<file path="config.mk">
export PLATFORM = sky130hd
export DESIGN_NAME = fetch_unit
export DESIGN_NICKNAME = d
export VERILOG_FILES = /design/src/rtl/fetch_unit_pkg.sv /design/src/rtl/fetch_credit_counter.sv /design/src/rtl/fetch_unit.sv
export SDC_FILE = /design/constraint.sdc
export NUM_CORES = 1
export LEC_CHECK = 0
export CORE_UTILIZATION = 34
export CTS_BUF_LIST = sky130_fd_sc_hd__clkbuf_4 sky130_fd_sc_hd__clkbuf_8 sky130_fd_sc_hd__clkbuf_16
export DETAILED_ROUTE_END_ITERATION = 10
export PLACE_DENSITY = 0.87
export SETUP_SLACK_MARGIN = 0.02
export SYNTH_ARGS = -nofsm -noshare
export SYNTH_HDL_FRONTEND = slang
export SYNTH_SLANG_ARGS = --single-unit
</file>
<file path="constraint.sdc">
create_clock -name clk -period 2.88 [get_ports clk]
set_input_delay 0.432 -clock clk [delete_from_list [all_inputs] [get_ports clk]]
set_output_delay 0.432 -clock clk [all_outputs]
set_load 0.03 [all_outputs]
</file>
<file path="src/rtl/fetch_unit_pkg.sv">
// Shared types and sizing constants for the instruction fetch unit and its queue.
package fetch_unit_pkg;

  localparam int unsigned INSTRUCTION_QUEUE_DEPTH = 8;
  localparam int unsigned MAX_OUTSTANDING         = 4;

  typedef enum logic [1:0] {
    StFetch      = 2'd0,
    StCreditWait = 2'd1,
    StRedirect   = 2'd2
  } fetch_state_t;

endpackage

</file>
<file path="src/rtl/fetch_credit_counter.sv">
// Up/down credit counter with parallel load; refuses to step past 0 or MAX_COUNT.
module fetch_credit_counter
  import fetch_unit_pkg::*;
#(
  parameter int unsigned MAX_COUNT = INSTRUCTION_QUEUE_DEPTH,
  parameter int unsigned WIDTH     = $clog2(MAX_COUNT + 1)
) (
  input  logic             clk,
  input  logic             rst_n,
  input  logic             inc,
  input  logic             dec,
  input  logic             load,
  input  logic [WIDTH-1:0] load_value,
  output logic [WIDTH-1:0] count,
  output logic [WIDTH-1:0] count_next
);

  localparam logic [WIDTH-1:0] MaxVal = WIDTH'(MAX_COUNT);

  logic [WIDTH-1:0] count_q;

  always_comb begin
    count_next = count_q;
    if (load) begin
      count_next = load_value;
    end else if (inc && !dec && count_q < MaxVal) begin
      count_next = count_q + 1'b1;
    end else if (dec && !inc && count_q != '0) begin
      count_next = count_q - 1'b1;
    end
  end

  // Starts full: every queue slot is free out of reset.
  always_ff @(posedge clk or negedge rst_n) begin
    if (!rst_n) begin
      count_q <= MaxVal;
    end else begin
      count_q <= count_next;
    end
  end

  assign count = count_q;

endmodule

</file>
<file path="src/rtl/fetch_unit.sv">
// Instruction fetch: issues sequential I-cache requests against queue credits and an
// in-flight limit, forwards responses to the queue, and drops stale ones after redirect.
module fetch_unit #(
  parameter logic [31:0] RESET_PC        = 32'h0000_0000,
  parameter int unsigned QUEUE_DEPTH     = fetch_unit_pkg::INSTRUCTION_QUEUE_DEPTH,
  parameter int unsigned MAX_OUTSTANDING = fetch_unit_pkg::MAX_OUTSTANDING
) (
  input  logic        clk,
  input  logic        rst_n,
  output logic        ic_req_valid,
  input  logic        ic_req_ready,
  output logic [31:0] ic_req_pc,
  input  logic        ic_resp_valid,
  input  logic [31:0] ic_resp_data,
  input  logic [31:0] ic_resp_pc,
  output logic        fq_valid,
  output logic [31:0] fq_data,
  output logic [31:0] fq_pc,
  input  logic        fq_pop,
  input  logic        redirect_valid,
  input  logic [31:0] redirect_pc
);
  import fetch_unit_pkg::*;

  localparam int unsigned CW = $clog2(QUEUE_DEPTH + 1);
  localparam int unsigned OW = $clog2(MAX_OUTSTANDING + 1);
  localparam logic [CW-1:0] QDepth = CW'(QUEUE_DEPTH);
  localparam logic [OW-1:0] MaxOut = OW'(MAX_OUTSTANDING);

  fetch_state_t  state_q, state_d;
  logic [31:0]   pc_q, pc_d;
  logic [OW-1:0] out_q, out_d;
  logic [OW-1:0] drop_q, drop_d;
  logic [CW-1:0] credits, credits_next;
  logic          req_ok, issue, resp_stale;

  // rst_n gates the strobes so they fall as soon as reset asserts.
  assign req_ok = rst_n && (state_q == StFetch) && (credits != '0) && (out_q < MaxOut)
                  && !redirect_valid;
  assign issue  = req_ok && ic_req_ready;

  assign ic_req_valid = req_ok;
  assign ic_req_pc    = pc_q;

  assign resp_stale = (drop_q != '0);
  assign fq_valid   = rst_n && ic_resp_valid && !resp_stale && !redirect_valid;
  assign fq_data    = ic_resp_data;
  assign fq_pc      = ic_resp_pc;

  fetch_credit_counter #(
    .MAX_COUNT (QUEUE_DEPTH),
    .WIDTH     (CW)
  ) u_credits (
    .clk        (clk),
    .rst_n      (rst_n),
    .inc        (fq_pop && !redirect_valid),
    .dec        (issue),
    .load       (redirect_valid),
    .load_value (QDepth),
    .count      (credits),
    .count_next (credits_next)
  );

  always_comb begin
    state_d = state_q;
    pc_d    = pc_q;
    out_d   = out_q;
    drop_d  = drop_q;

    if (issue) begin
      pc_d = pc_q + 32'd4;
    end

    unique case ({issue, ic_resp_valid})
      2'b10:   out_d = out_q + 1'b1;
      2'b01:   if (out_q != '0) out_d = out_q - 1'b1;
      default: out_d = out_q;
    endcase

    if (ic_resp_valid && resp_stale) begin
      drop_d = drop_q - 1'b1;
    end

    if (redirect_valid) begin
      // Everything still in flight (after this cycle's response) belongs to the old path.
      pc_d    = redirect_pc;
      drop_d  = out_d;
      state_d = StRedirect;
    end else begin
      case (state_q)
        StFetch: begin
          if (credits_next == '0 || out_d == MaxOut) state_d = StCreditWait;
        end
        StCreditWait: begin
          if (credits_next != '0 && out_d < MaxOut) state_d = StFetch;
        end
        StRedirect: state_d = StFetch;
        default:    state_d = StFetch;
      endcase
    end
  end

  always_ff @(posedge clk or negedge rst_n) begin
    if (!rst_n) begin
      state_q <= StFetch;
      pc_q    <= RESET_PC;
      out_q   <= '0;
      drop_q  <= '0;
    end else begin
      state_q <= state_d;
      pc_q    <= pc_d;
      out_q   <= out_d;
      drop_q  <= drop_d;
    end
  end

endmodule

</file>
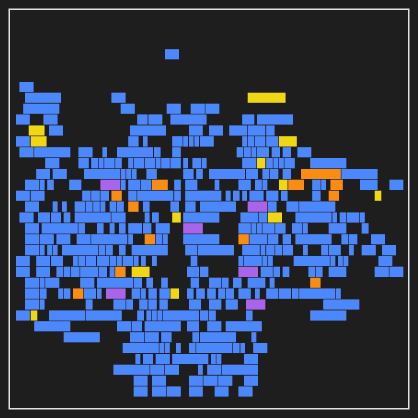
**Above:** run 1 (cell sizes after repair).
Scale: 4 px per um.
- x3 and x4: orange (cells 12; share 3.1%; most used buf_4)
- x6 and larger: purple (cells 6; share 1.6%; most used clkbuf_8)
- x1 and smaller: blue (cells 355; share 92%; most used clkdlybuf4s50_1)
- x2: yellow (cells 12; share 3.1%; most used or2_2)
fin worst setup slack: 0.245 ns
Finished Cell Area: 3710 sq um

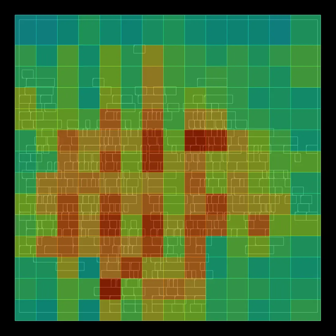
**Above:** run 1 (routing congestion).
met2 Track Usage GR: 0.279
met1 usage: 0.196
met3 Usage GRT: 0.0471
Core Util, Final: 0.402
GRT busiest layer: met2

==> results.toml, run 1 <==
# generated from flow reports
[global_route]
grt_usage = 0.165
grt_pass1_vias = 2819
grt_max_degree = 57
grt_pass1_wl_um = 13200
grt_overflow_total = 0

[sta]
finalHoldViolations = 0
slew_headroom = 0.451
drv_slew = 0
fin_crit_ns = 2.64
whs_ns = 0.173
finalSetupViolations = 0
fin_crit_sh = 0.915
fin_tns_setup_ns = 0
fin_skew_ns = 0.00313
fmax_ghz = 0.379
rsz0062_at_grt = "no"

[worst_setup_path]
cp_num_buf_inv = 2
crit_required_ns = 3.07
slowest_delay_ns = 0.45
worst-endpoint-arrival_ns = 2.82
path_delay_family = "simple AND/OR/NAND/NOR gates"
crit_path_top_delay_cell = "dfrtp_1"
start_kind = "flip-flop"
worst_setup_path_end_kind = "flip-flop"
cp_cell_sequence = "inv_1, ha_1, nor3b_2, or3_4, inv_1, ha_1, o31ai_1, o31ai_1, and2_1, o2bb2ai_1"

[cells_and_area]
nets = 496
area_growth_pct = 14.9
diodes = 0
final_layout_size_suffix_gt1_frac = 0.0779
lay_top_count = "clkdlybuf4s50_1"
most-common-layout-cells = "clkdlybuf4s50_1, nand2_1, dfrtp_1, o21ai_0, nand3_1"

[yosys]
synthArstFlopShare = 1.00
ys_cells = 377
ys_ff = 44
synth_cell_types = 54
synth_seq_share = 0.341
floorplan.nets = 489
yosys.area.top_type = "dfrtp_1"
synth_area_sq_um = 3230
postSynthCellCount = 377
yosys_area_sq_um = 3230
syn_area_per_cell_sq_um = 8.57
synth.top_cell.area_share = 0.333
area_leaders = "dfrtp_1, buf_4, nand2_1"
flop_cell = "dfrtp_1"

[power_and_ir_drop]
switching_share = 0.367
power.total_mw = 1.99
clock_power_share = 0.217
internal_power_mw = 1.26
pwr_density_cell_nw_per_um2 = 536
power.leakage_nw = 1.52
seq_power_share = 0.418
ir_drop_mv = 0.219

[drt]
postRouteAntennaNets = 0
met3_length_um = 726
wire_per_inst_um = 15.9
dr.pass1.iters = 5
via_per_inst = 5.39
routed.top_layer = "met4"

[clocking]
clockBufferDepth = 2
cts_tree = "built"
cts_made_buffers = 5
htreeDepth = 2
path_clk_slew_ns = 0.08

[status]
status = "finished clean"

[floorplan]
die_w_um = 99.5
core-area_sq_um = 9240
fp-row-count = 35
fp_util = 0.350
io_pins = 200

[worst_hold_path]
worstHoldPathType = "in -> async"

[flow_run]
tool_warnings = 31
drv_cap = 0

[place]
dp_cells = 506
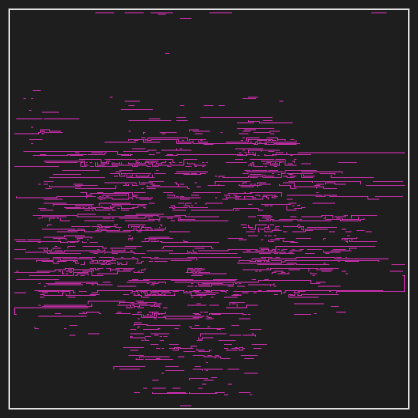
**Above:** run 1 (signal wires on met1).
Scale: 4 px per um.
- longest straight run: 26.7 um
- nets with wire on the layer: 388
- share of all routed wire: 41%
- main direction: horizontal
- wire length on this layer: 3350 um
wirelength, routed: 8180 um
Via Count: 2769

==> run 1: flip-flops by register name (all words and copies together) (netlist names) <==
signal and cells:
ic_req_pc 32, u_credits.count 4, drop_q 3, out_q 3
state_q 2
==> run 1: worst paths after layout <==
path                                              start                      endpoint  slack (ns)  depth (start not counted)
min reg2reg                    ic_req_pc[0]$_DFFE_PN0P_      ic_req_pc[0]$_DFFE_PN0P_        0.52                          1
max                        u_credits.count[0]$_DFF_PN0_        state_q[0]$_DFFE_PN0P_        0.24                         10
max reg2reg                u_credits.count[0]$_DFF_PN0_        state_q[0]$_DFFE_PN0P_        0.24                         10
min in group clk               ic_req_pc[0]$_DFFE_PN0P_      ic_req_pc[0]$_DFFE_PN0P_        0.52                          1
min                                               rst_n            out_q[0]$_DFF_PN0_        0.17                          2
max in group asynchronous                         rst_n  u_credits.count[3]$_DFF_PN1_        2.23                          2
==> run 1: cell families (layout without fill, tap and decap cells) <==
kind of cell               count (synthesis)  count (layout)  share of synthesized area
and+or+nand+nor                          139             139                      0.226
buffers and inverters                     90              98                      0.180
AOI/OAI and AO/OA                         77              77                      0.166
DFF                                       44              44                      0.341
xor gates and xnor gates                  13              13                     0.0352
adders and majority gates                 10              10                     0.0387
muxes                                      4               4                     0.0132
==> run 1: Yosys cell counts, types with 2 or more instances <==
cell type,n
a22oi_1,3
clkbuf_1,10
o311ai_0,4
nand4_1,11
o221ai_1,2
mux2i_1,2
and3_1,9
buf_2,3
nor3_1,8
or4_1,3
buf_4,64
o31ai_1,4
or2_2,3
nor2_1,19
inv_1,12
a221o_1,4
nand2_1,43
nand3_1,20
xnor2_1,2
nor4_1,3
a21o_1,7
a41oi_1,2
dfrtp_1,43
a22o_1,2
nor2b_1,4
nand2b_1,4
a21oi_1,3
and2_1,2
o21ai_0,28
o211ai_1,8
mux2_2,2
xor2_1,11
ha_1,10
or3_1,2
==> run 1: power groups by stage <==
stage / registers [mW] / logic (mW) / clock network, mW
2_1_floorplan: 0.898 / 0.547 / 0
4_1_cts: 0.833 / 0.728 / 0.440
6_report: 0.833 / 0.726 / 0.432
5_1_grt: 0.850 / 0.792 / 0.463
3_5_place_dp: 0.841 / 0.724 / 0
3_3_place_gp: 0.833 / 0.689 / 0
==> run 1: routing by layer <==
metal | vias up | track usage
met1 | 1295 | 0.196
met5 | - | 0
met3 | 37 | 0.0471
met4 | 0 | 0.0735
met2 | 149 | 0.279
li1 | 1288 | -
==> run 1: stage by stage <==
step | instance area (sq um) | util
floorplan | 3230 | -
global placement | 3600 | 0.390
detailed placement | 3600 | 0.390
CTS | 3700 | 0.401
global route | 3710 | 0.402
finish | 3710 | 0.402
==> run 1: layout make-up <==
type                       count  area (sq um)
fill                         916          5530
multi-input combinational    243          1550
sequential                    44          1100
timing repair buffer          77           748
tap                          129           161
clock buffer                   8          97.6
inverter                      13          48.8
**Run 1: a small window of the routed layout**

Window x 12 to 37, y 62 to 87 um. Cells in grey, sequential cells in the stronger grey; small squares are vias.
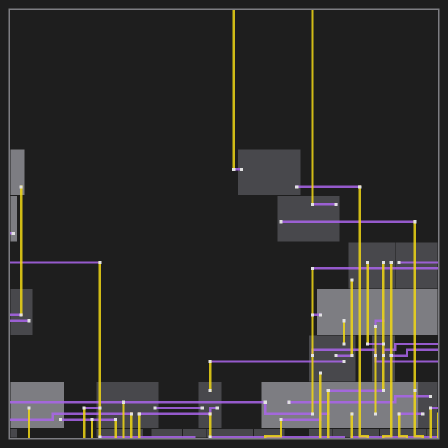

==> run 2: changes to the inputs <==
--- a/config.mk
+++ b/config.mk
@@ -5,6 +5,7 @@
 export SDC_FILE = /design/constraint.sdc
 export NUM_CORES = 1
 export LEC_CHECK = 0
+export CORE_ASPECT_RATIO = 1.75
 export CORE_UTILIZATION = 34
 export CTS_BUF_LIST = sky130_fd_sc_hd__clkbuf_4 sky130_fd_sc_hd__clkbuf_8 sky130_fd_sc_hd__clkbuf_16
 export DETAILED_ROUTE_END_ITERATION = 10
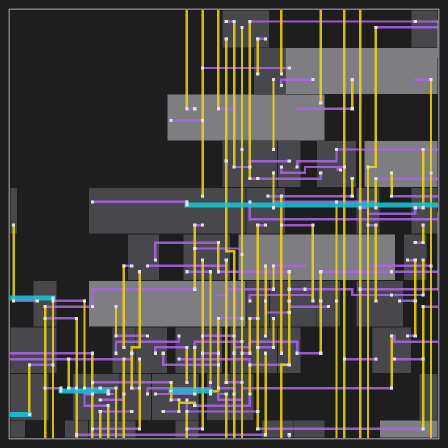
**Above:** run 2 (a small window of the routed layout).
Window x 6 to 31, y 86 to 111 um. Cells in grey, sequential cells in the stronger grey; small squares are vias.
- M2: yellow
- M3: cyan
- M1: purple
- most frequent: nand2_1 (8), nand3_1 (4), dfrtp_1 (4)
- netlist names of flops here include: `ic_req_pc` (4)
- sequential cells in the window: 4
- cells with their middle in the window: 34

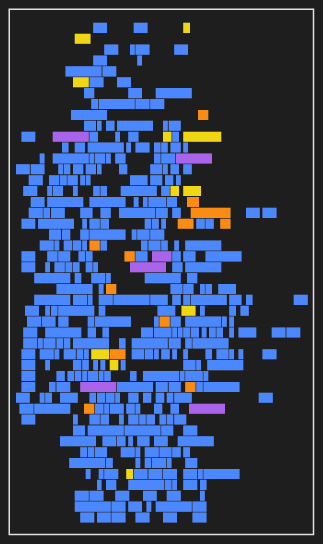
**Above:** run 2 (cell sizes after repair).
Scale: 4 px per um.
- x2: yellow (cells 11; share 2.8%; most used or2_2)
- x1 and smaller: blue (cells 357; share 92%; most used clkdlybuf4s50_1)
- x3 and x4: orange (cells 12; share 3.1%; most used buf_4)
- x6 and larger: purple (cells 6; share 1.6%; most used clkbuf_16)
Finished Cell Area: 3760 sq um
fin worst setup slack: 0.169 ns
count of plain and timing-repair buffers: 78
Syn-to-layout area delta: 16.5%

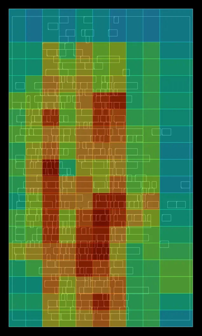
**Above:** run 2 (routing congestion).
Core Util, Final: 0.411
met3 Usage GRT: 0.0368

==> run 2 against run 1 <==
  * Clock skew up 0.0025 ns
  * Count of clock-buffer cells in the layout unchanged
  * Non-clock buffer count up 1
  * Setup slack worse by 0.075 ns
  * Worst hold slack better by 0.33 ns
  * Die size up 0.16%
  * Synthesized cell count unchanged
  * Critical endpoint unchanged
==> results.toml, run 2 <==
# generated from flow reports
[yosys]
yosys.area.top_type = "dfrtp_1"
common_cells = "buf_4, dfrtp_1, nand2_1"
area_leaders = "dfrtp_1, buf_4, nand2_1"
yosys_area_sq_um = 3230
ys_cells = 377
floorplan.nets = 489
ys_ff = 44
yosysMostFrequentCell = "buf_4"
synth_seq_share = 0.341
synth.top_cell.area_share = 0.333
synth_area_sq_um = 3230
syn_area_per_cell_sq_um = 8.57

[worst_setup_path]
slowest_delay_ns = 0.52
start_kind = "input pin"
worst-endpoint-arrival_ns = 2.89
crit_required_ns = 3.06
crit_path_top_delay_cell = "dlygate4sd3_1"
worst_setup_path_end_kind = "flip-flop"
reg2reg_setup_slack_ns = 0.24
path_delay_family = "buffers and inverters"

[clocking]
cts_tree = "built"
clockBufferDepth = 2
cts_made_buffers = 5
htreeDepth = 2

[sta]
fmax_ghz = 0.369
fin_skew_ns = 0.00564
drv_slew = 0
fin_tns_setup_ns = 0
slew_headroom = 0.552
fin_crit_ns = 2.71
rsz0062_at_grt = "no"

[drt]
via_per_inst = 5.49
postRouteAntennaNets = 0
wire_per_inst_um = 17.1

[power_and_ir_drop]
pwr_density_cell_nw_per_um2 = 579
clock_power_share = 0.280
internal_power_mw = 1.41
ir_drop_mv = 0.353
switching_share = 0.351
seq_power_share = 0.382

[global_route]
grt_pass1_wl_um = 13700
grt_usage = 0.184
grt_overflow_total = 0
grt_pass1_vias = 2778

[cells_and_area]
comb_area_sq_um = 1550
regArea_sq_um = 1100
diodes = 0
most-common-layout-cells = "clkdlybuf4s50_1, nand2_1, dfrtp_1, o21ai_0, nand3_1"
lay_top_count = "clkdlybuf4s50_1"

[flow_run]
tool_warnings = 31
drv_cap = 0

[status]
status = "finished clean"

[floorplan]
io_pins = 200
fp_util = 0.353
==> run 2: netlist changes by cell type in the layout (fill, tap and decap cells not counted), sizes merged <==
cell and delta:
dlymetal6s2s -1, clkdlybuf4s50 +1, dlygate4sd3 +1
==> run 2: worst paths after layout <==
check | from | end | depth (start not counted)
worst max-delay path | rst_n | state_q[0]$_DFFE_PN0P_ | 10
worst min-delay path | rst_n | state_q[0]$_DFFE_PN0P_ | 2
worst max register to register | u_credits.count[0]$_DFF_PN0_ | state_q[0]$_DFFE_PN0P_ | 10
worst min register to register | ic_req_pc[1]$_DFFE_PN0P_ | ic_req_pc[1]$_DFFE_PN0P_ | 1
max in group asynchronous | rst_n | u_credits.count[3]$_DFF_PN1_ | 3
min in group clk | ic_req_pc[1]$_DFFE_PN0P_ | ic_req_pc[1]$_DFFE_PN0P_ | 1
==> run 2: kinds of logic after synthesis <==
family / Yosys count / synth area share
muxes: 4 / 0.0132
DFF: 44 / 0.341
buffers and inverters: 90 / 0.180
AOI/OAI and AO/OA: 77 / 0.166
xor gates and xnor gates: 13 / 0.0352
and+or+nand+nor: 139 / 0.226
adders and majority gates: 10 / 0.0387
==> run 2: worst register-to-register path, cell delays in order, from the launching register on <==
cell and delay (ns):
dfrtp_1 0.43, inv_1 0.12, ha_1 0.25, nor3b_2 0.18, or3_4 0.38, inv_1 0.09, ha_1 0.29, o31ai_1 0.32
o31ai_1 0.18, and2_1 0.19, o2bb2ai_1 0.11
==> run 2: power by group through the flow <==
stage / clock (mW) / combinational, mW / sequential, mW
after detailed placement: 0 / 0.732 / 0.839
after floorplan: 0 / 0.547 / 0.898
after global placement: 0 / 0.699 / 0.835
after global routing: 0.654 / 0.811 / 0.846
final: 0.610 / 0.737 / 0.832
after CTS: 0.626 / 0.736 / 0.830
==> run 2: metrics by stage <==
stage | worst slack (ns) | area, sq um | hold slack, ns | total power [mW] | util
after global placement | 0.181 | 3590 | 0.280 | 1.53 | 0.393
after global routing | 0.0669 | 3760 | 0.516 | 2.31 | 0.411
after detailed placement | 0.120 | 3590 | 0.277 | 1.57 | 0.393
final | 0.169 | 3760 | 0.504 | 2.18 | 0.411
after floorplan | 0.0935 | 3230 | 0.136 | 1.44 | -
after CTS | 0.164 | 3760 | 0.502 | 2.19 | 0.411
==> run 2: layer usage <==
layer / vias up / part of all wire / track usage
li1: 1291 / - / -
met4: 0 / 0.056 / 0.122
met1: 1340 / 0.35 / 0.194
met5: - / 0 / 0
met2: 89 / 0.53 / 0.322
met3: 56 / 0.066 / 0.0368
==> run 2: final cells by class <==
| class | instances | share of cell area |
|---|---|---|
| multi-input combinational | 243 | 0.412 |
| tap | 120 | 0.0399 |
| clock buffer | 8 | 0.0409 |
| sequential | 44 | 0.293 |
| inverter | 13 | 0.0130 |
| timing repair buffer | 78 | 0.201 |
==> run 2: repair_timing <==
action	in CTS	in global routing
hold buffers	1	0
hold endpoints to repair	1	0
endpoints found under the setup margin	0	1
resized	0	2
No activity file was given, so power comes from the tool's default toggle rates.
